Cell outlines without signal wires:
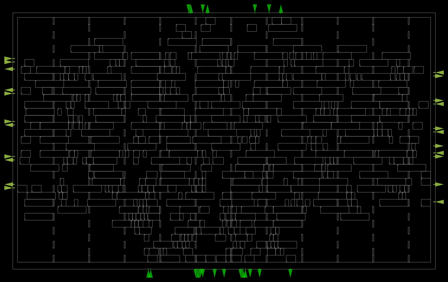
Clock wires, drivers and flops:
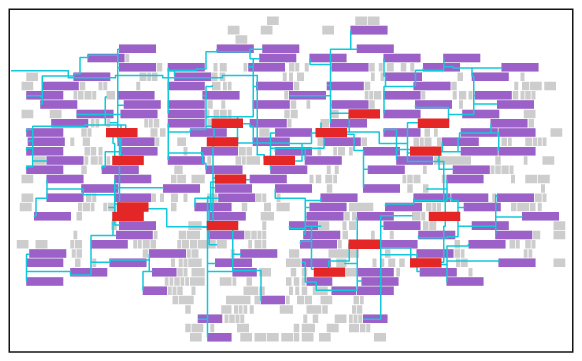
A small window of the routed layout:
Bar = 10 µm. Region (70, 17) to (95, 42) µm. Cells in grey, sequential cells in the stronger grey; small squares are vias.
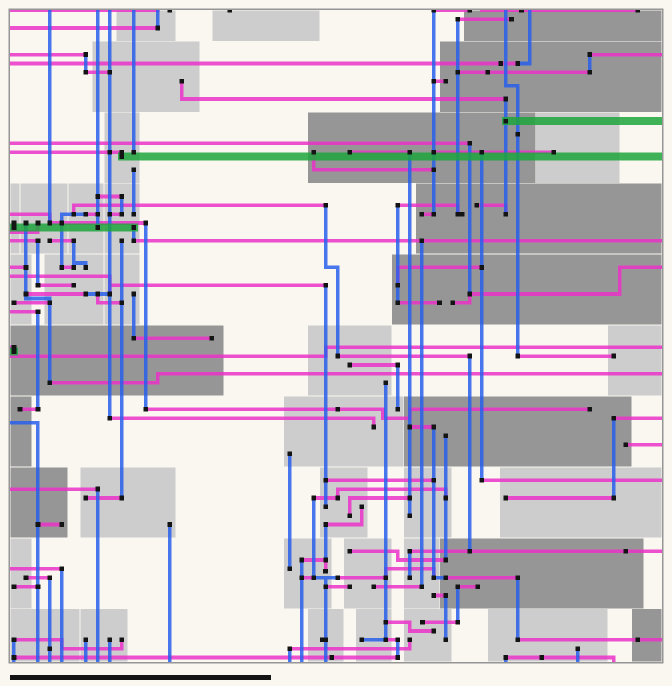
Routed metal per tile:
The die is cut into 33 by 20 equal tiles; black is low, pale yellow is high, scaled to the fullest tile. Values are wire area over tile area, all layers added.
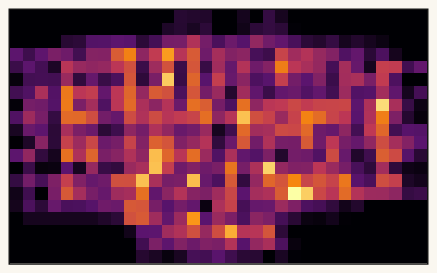
Selected gate families:
Bar = 50 µm.
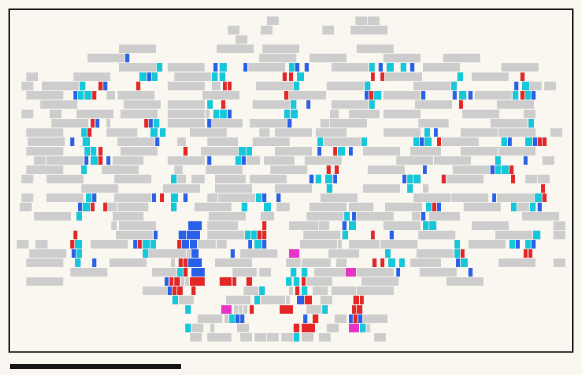
$ cat config.mk
export PLATFORM = sky130hd
export DESIGN_NAME = pe_in_fifo
export DESIGN_NICKNAME = d
export VERILOG_FILES = /design/src/rtl/pe_types.sv /design/src/rtl/pe_sat_cnt.sv /design/src/rtl/pe_in_fifo.sv
export SDC_FILE = /design/constraint.sdc
export NUM_CORES = 1
export LEC_CHECK = 0
export ABC_AREA = 1
export ABC_CLOCK_PERIOD_IN_PS = 3100
export CORE_ASPECT_RATIO = 0.6
export CORE_MARGIN = 1.5
export CORE_UTILIZATION = 36
export DETAILED_ROUTE_END_ITERATION = 10
export GPL_TIMING_DRIVEN = 0
export PLACE_DENSITY = 0.52
export REMOVE_ABC_BUFFERS = 1
export SLEW_MARGIN = 20
export SYNTH_ARGS = -nofsm -noshare
export SYNTH_HDL_FRONTEND = slang
export SYNTH_SLANG_ARGS = --single-unit
export TNS_END_PERCENT = 20
$ cat constraint.sdc
create_clock -name clock -period 3.1 [get_ports clock]
set_input_delay 0.62 -clock clock [delete_from_list [all_inputs] [get_ports clock]]
set_output_delay 0.62 -clock clock [all_outputs]
set_load 0.02 [all_outputs]
$ cat src/rtl/pe_types.sv
// Shared types and constants for the PE-array input path.
package pe_types;

    // PE array configuration; data_w selects the width of one array input word.
    typedef struct packed {
        int unsigned data_w;
    } pe_cfg_t;

    localparam pe_cfg_t pe_cfg_top = '{data_w: 32'd16};

    localparam int unsigned PE_IN_FIFO_DEPTH_DEFAULT = 8;

    // Occupancy statistics exported by pe_in_fifo when PE_IN_FIFO_STATS_EN is defined.
    typedef struct packed {
        logic [31:0] acc_count;
        logic [31:0] drop_count;
    } pe_in_fifo_stats_t;

endpackage

$ cat src/rtl/pe_sat_cnt.sv
// Saturating 32-bit event counter with a synchronous clear.
module pe_sat_cnt (
    input  logic        clock,
    input  logic        reset,
    input  logic        inc,
    output logic [31:0] count
);

    logic [31:0] count_q;
    logic [31:0] count_d;

    // Advance on each event, holding at all-ones once reached.
    always_comb begin
        count_d = count_q;
        if (inc && (count_q != '1)) begin
            count_d = count_q + 32'd1;
        end
    end

    // Counter register with synchronous clear.
    always_ff @(posedge clock) begin
        if (reset) begin
            count_q <= '0;
        end else begin
            count_q <= count_d;
        end
    end

    assign count = count_q;

endmodule

$ cat src/rtl/pe_in_fifo.sv
// First-word-fall-through input FIFO in front of the PE array.
// Sources may ignore iready: words arriving while full (and not draining)
// are dropped and the sticky overflow flag is raised.
// Optional feature macro: PE_IN_FIFO_STATS_EN adds acc_count/drop_count outputs.
module pe_in_fifo
    import pe_types::*;
#(
    parameter pe_cfg_t     cfg   = pe_cfg_top,
    parameter int unsigned DEPTH = PE_IN_FIFO_DEPTH_DEFAULT,
    parameter int unsigned SLACK = 2
) (
    input  logic                         clock,
    input  logic                         reset,
    input  logic                         ivalid,
    output logic                         iready,
    input  logic [cfg.data_w-1:0]        idata,
    output logic                         ovalid,
    input  logic                         oready,
    output logic [cfg.data_w-1:0]        odata,
    output logic [$clog2(DEPTH+1)-1:0]   level,
    output logic                         overflow
`ifdef PE_IN_FIFO_STATS_EN
    ,
    output logic [31:0]                  acc_count,
    output logic [31:0]                  drop_count
`endif
);

    localparam int unsigned PTR_W = $clog2(DEPTH);
    localparam int unsigned LVL_W = $clog2(DEPTH + 1);
    localparam logic [LVL_W-1:0] LVL_FULL  = LVL_W'(DEPTH);
    localparam logic [LVL_W-1:0] LVL_READY = LVL_W'(DEPTH - SLACK);

    logic [cfg.data_w-1:0] mem_q [DEPTH];
    logic [cfg.data_w-1:0] mem_d [DEPTH];
    logic [PTR_W-1:0]      wr_ptr_q, wr_ptr_d;
    logic [PTR_W-1:0]      rd_ptr_q, rd_ptr_d;
    logic [LVL_W-1:0]      level_q, level_d;
    logic                  overflow_q, overflow_d;

    logic push;
    logic pop;
    logic drop;

    // Handshake decode: a pop frees a slot so a push is legal even when full.
    always_comb begin
        pop  = (level_q != '0) && oready;
        push = ivalid && ((level_q < LVL_FULL) || pop);
        drop = ivalid && !push;
    end

    // Pointer, occupancy and sticky overflow next-state.
    always_comb begin
        wr_ptr_d   = wr_ptr_q;
        rd_ptr_d   = rd_ptr_q;
        level_d    = level_q;
        overflow_d = overflow_q | drop;
        if (push) begin
            wr_ptr_d = wr_ptr_q + 1'b1;
        end
        if (pop) begin
            rd_ptr_d = rd_ptr_q + 1'b1;
        end
        case ({push, pop})
            2'b10:   level_d = level_q + 1'b1;
            2'b01:   level_d = level_q - 1'b1;
            default: level_d = level_q;
        endcase
    end

    // Control registers with synchronous reset; reset discards any concurrent push.
    always_ff @(posedge clock) begin
        if (reset) begin
            wr_ptr_q   <= '0;
            rd_ptr_q   <= '0;
            level_q    <= '0;
            overflow_q <= 1'b0;
        end else begin
            wr_ptr_q   <= wr_ptr_d;
            rd_ptr_q   <= rd_ptr_d;
            level_q    <= level_d;
            overflow_q <= overflow_d;
        end
    end

    // Storage write: only the slot under the write pointer changes.
    always_comb begin
        mem_d = mem_q;
        if (push && !reset) begin
            mem_d[wr_ptr_q] = idata;
        end
    end

    // Storage array; contents need no reset since level gates visibility.
    always_ff @(posedge clock) begin
        mem_q <= mem_d;
    end

    assign iready   = (level_q < LVL_READY);
    assign ovalid   = (level_q != '0);
    assign odata    = mem_q[rd_ptr_q];
    assign level    = level_q;
    assign overflow = overflow_q;

`ifdef PE_IN_FIFO_STATS_EN
    pe_in_fifo_stats_t stats;
    logic [31:0]       acc_cnt;
    logic [31:0]       drop_cnt;

    pe_sat_cnt u_acc_cnt (
        .clock (clock),
        .reset (reset),
        .inc   (push),
        .count (acc_cnt)
    );

    pe_sat_cnt u_drop_cnt (
        .clock (clock),
        .reset (reset),
        .inc   (drop),
        .count (drop_cnt)
    );

    assign stats      = '{acc_count: acc_cnt, drop_count: drop_cnt};
    assign acc_count  = stats.acc_count;
    assign drop_count = stats.drop_count;
`endif

endmodule

==> impl_metrics.yaml <==
# generated from flow reports
synthesis:
  synthMuxAreaShare_pct: 0
  numSynthFlops: 139
  fa_ha_area_share_pct: 1.47
  simple_gate_area_share_pct: 11.1
  synth.most_common_cell: "edfxtp_1"
  top_area_share_pct: 68.5
  synth-area-yosys_mm2: 0.00561
  synth_top_cell_by_area: "edfxtp_1"
  synth.cellmix.compoundShare_pct: 10.6
  synthXorXnorAreaFrac_pct: 0.624
  syn_inst: 455
  yosys-top-cells-area: "edfxtp_1, o21ai_0, nor2_1"
floorplanning:
  chip_area_mm2: 0.0164
  nWellTaps: 203
  boundaryPins: 43
  die_width_um: 164
  rows: 35
flow_run:
  warnings: 25
cts:
  numClockSinks: 139
  postCtsHoldBufs: 0
  clockRootBuffer: "clkbuf_16"
  clk_path_buf_depth: 2
  clk_pin_slew_ns: 0.06
  cts_tree: "yes"
timing:
  finalWorstSetupSlack_ns: 0.157
  min_period_over_period_pct: 94.9
  finalMaxSlewViolations: 0
  fmax_mhz: 340
  rsz0062_at_grt: "no"
power_and_ir_drop:
  p_leak_nw: 2.36
  pwr-share-seq_pct: 39.3
  powerSeq_mw: 2.33
  p_comb_mw: 1.72
  p_total_mw: 5.92
layout:
  fin_nets: 526
  layout-drive-gt1-share_pct: 11.3
  seq_share_pct: 59.3
  layout_top_cells: "edfxtp_1, nor2_1, o21ai_0, nand2_1, clkdlybuf4s50_1"
  area.growth.synth_to_final_pct: 22.3
  comb.multi_input.count: 276
  top_register: "mem_q"
  regArea_mm2: 0.00407
run_status:
  status: "finished clean"
min_path:
  hold_path_depth: 2
grt:
  grt_util_met2_pct: 25.7
  gr-max-usage-layer: "met2"
  grt_max_degree: 67
  met3_usage_pct: 3.71
place:
  place_congestion: 0.741
detailed_routing:
  met2_length_um: 5900
  final_antenna_net_count: 0
worst_setup_path:
  critical_path_class: "flip-flop to output pin"
  regToRegSetupSlack_ns: 0.73
  critPathLaunchType: "flip-flop"
Notes on 'cell outlines without signal wires' above:
Fillers: 1,382
Core ar.: 0.0153 mm²
Non-Filler Instances: 716

Notes on 'clock wires, drivers and flops' above:
legend:
  flip-flops:
    colour: purple
    count: 139
  clock wires:
    colour: cyan
    length: 1,650 µm
  clock drivers:
    colour: red
    count: 17
routed clock nets: 18
clock insertion delay at the later pin of the skew report: 0.41 ns
Layout Skew: 0.00930 ns
clock share of power: 31.7%

Notes on 'a small window of the routed layout' above:
legend:
  metal 3:
    colour: green
  metal 2:
    colour: blue
  metal 1:
    colour: magenta
most frequent: nand2_1 (5), a21oi_1 (4), edfxtp_1 (4)
cells with their middle in the window: 31
netlist names of flops here include: mem_q (4), rd_ptr_q (3)
sequential cells in the window: 7

Notes on 'routed metal per tile' above:
nearly empty tiles: 22%
tiles over half the peak: 17%
emptiest ninth of the die: lower right
fullest tile: 0.46
mean over tiles: 0.12
densest ninth of the die: centre
drt total wl: 13,300 µm
Vias: 3,599
wire per inst: 18.6 µm

Notes on 'selected gate families' above:
legend:
  inverting AOI/OAI gates:
    colour: cyan
    cells: 111
  NOR gates:
    colour: blue
    cells: 81
  NAND gates:
    colour: red
    cells: 74
    where: spread over the die
  XOR/XNOR gates:
    colour: magenta
    cells: 4
    where: bottom centre
Comb area share: 20.1%
top logic cell by instance count in the layout: edfxtp_1

Power figures rest on the tool's default switching activity, not on a simulated workload.
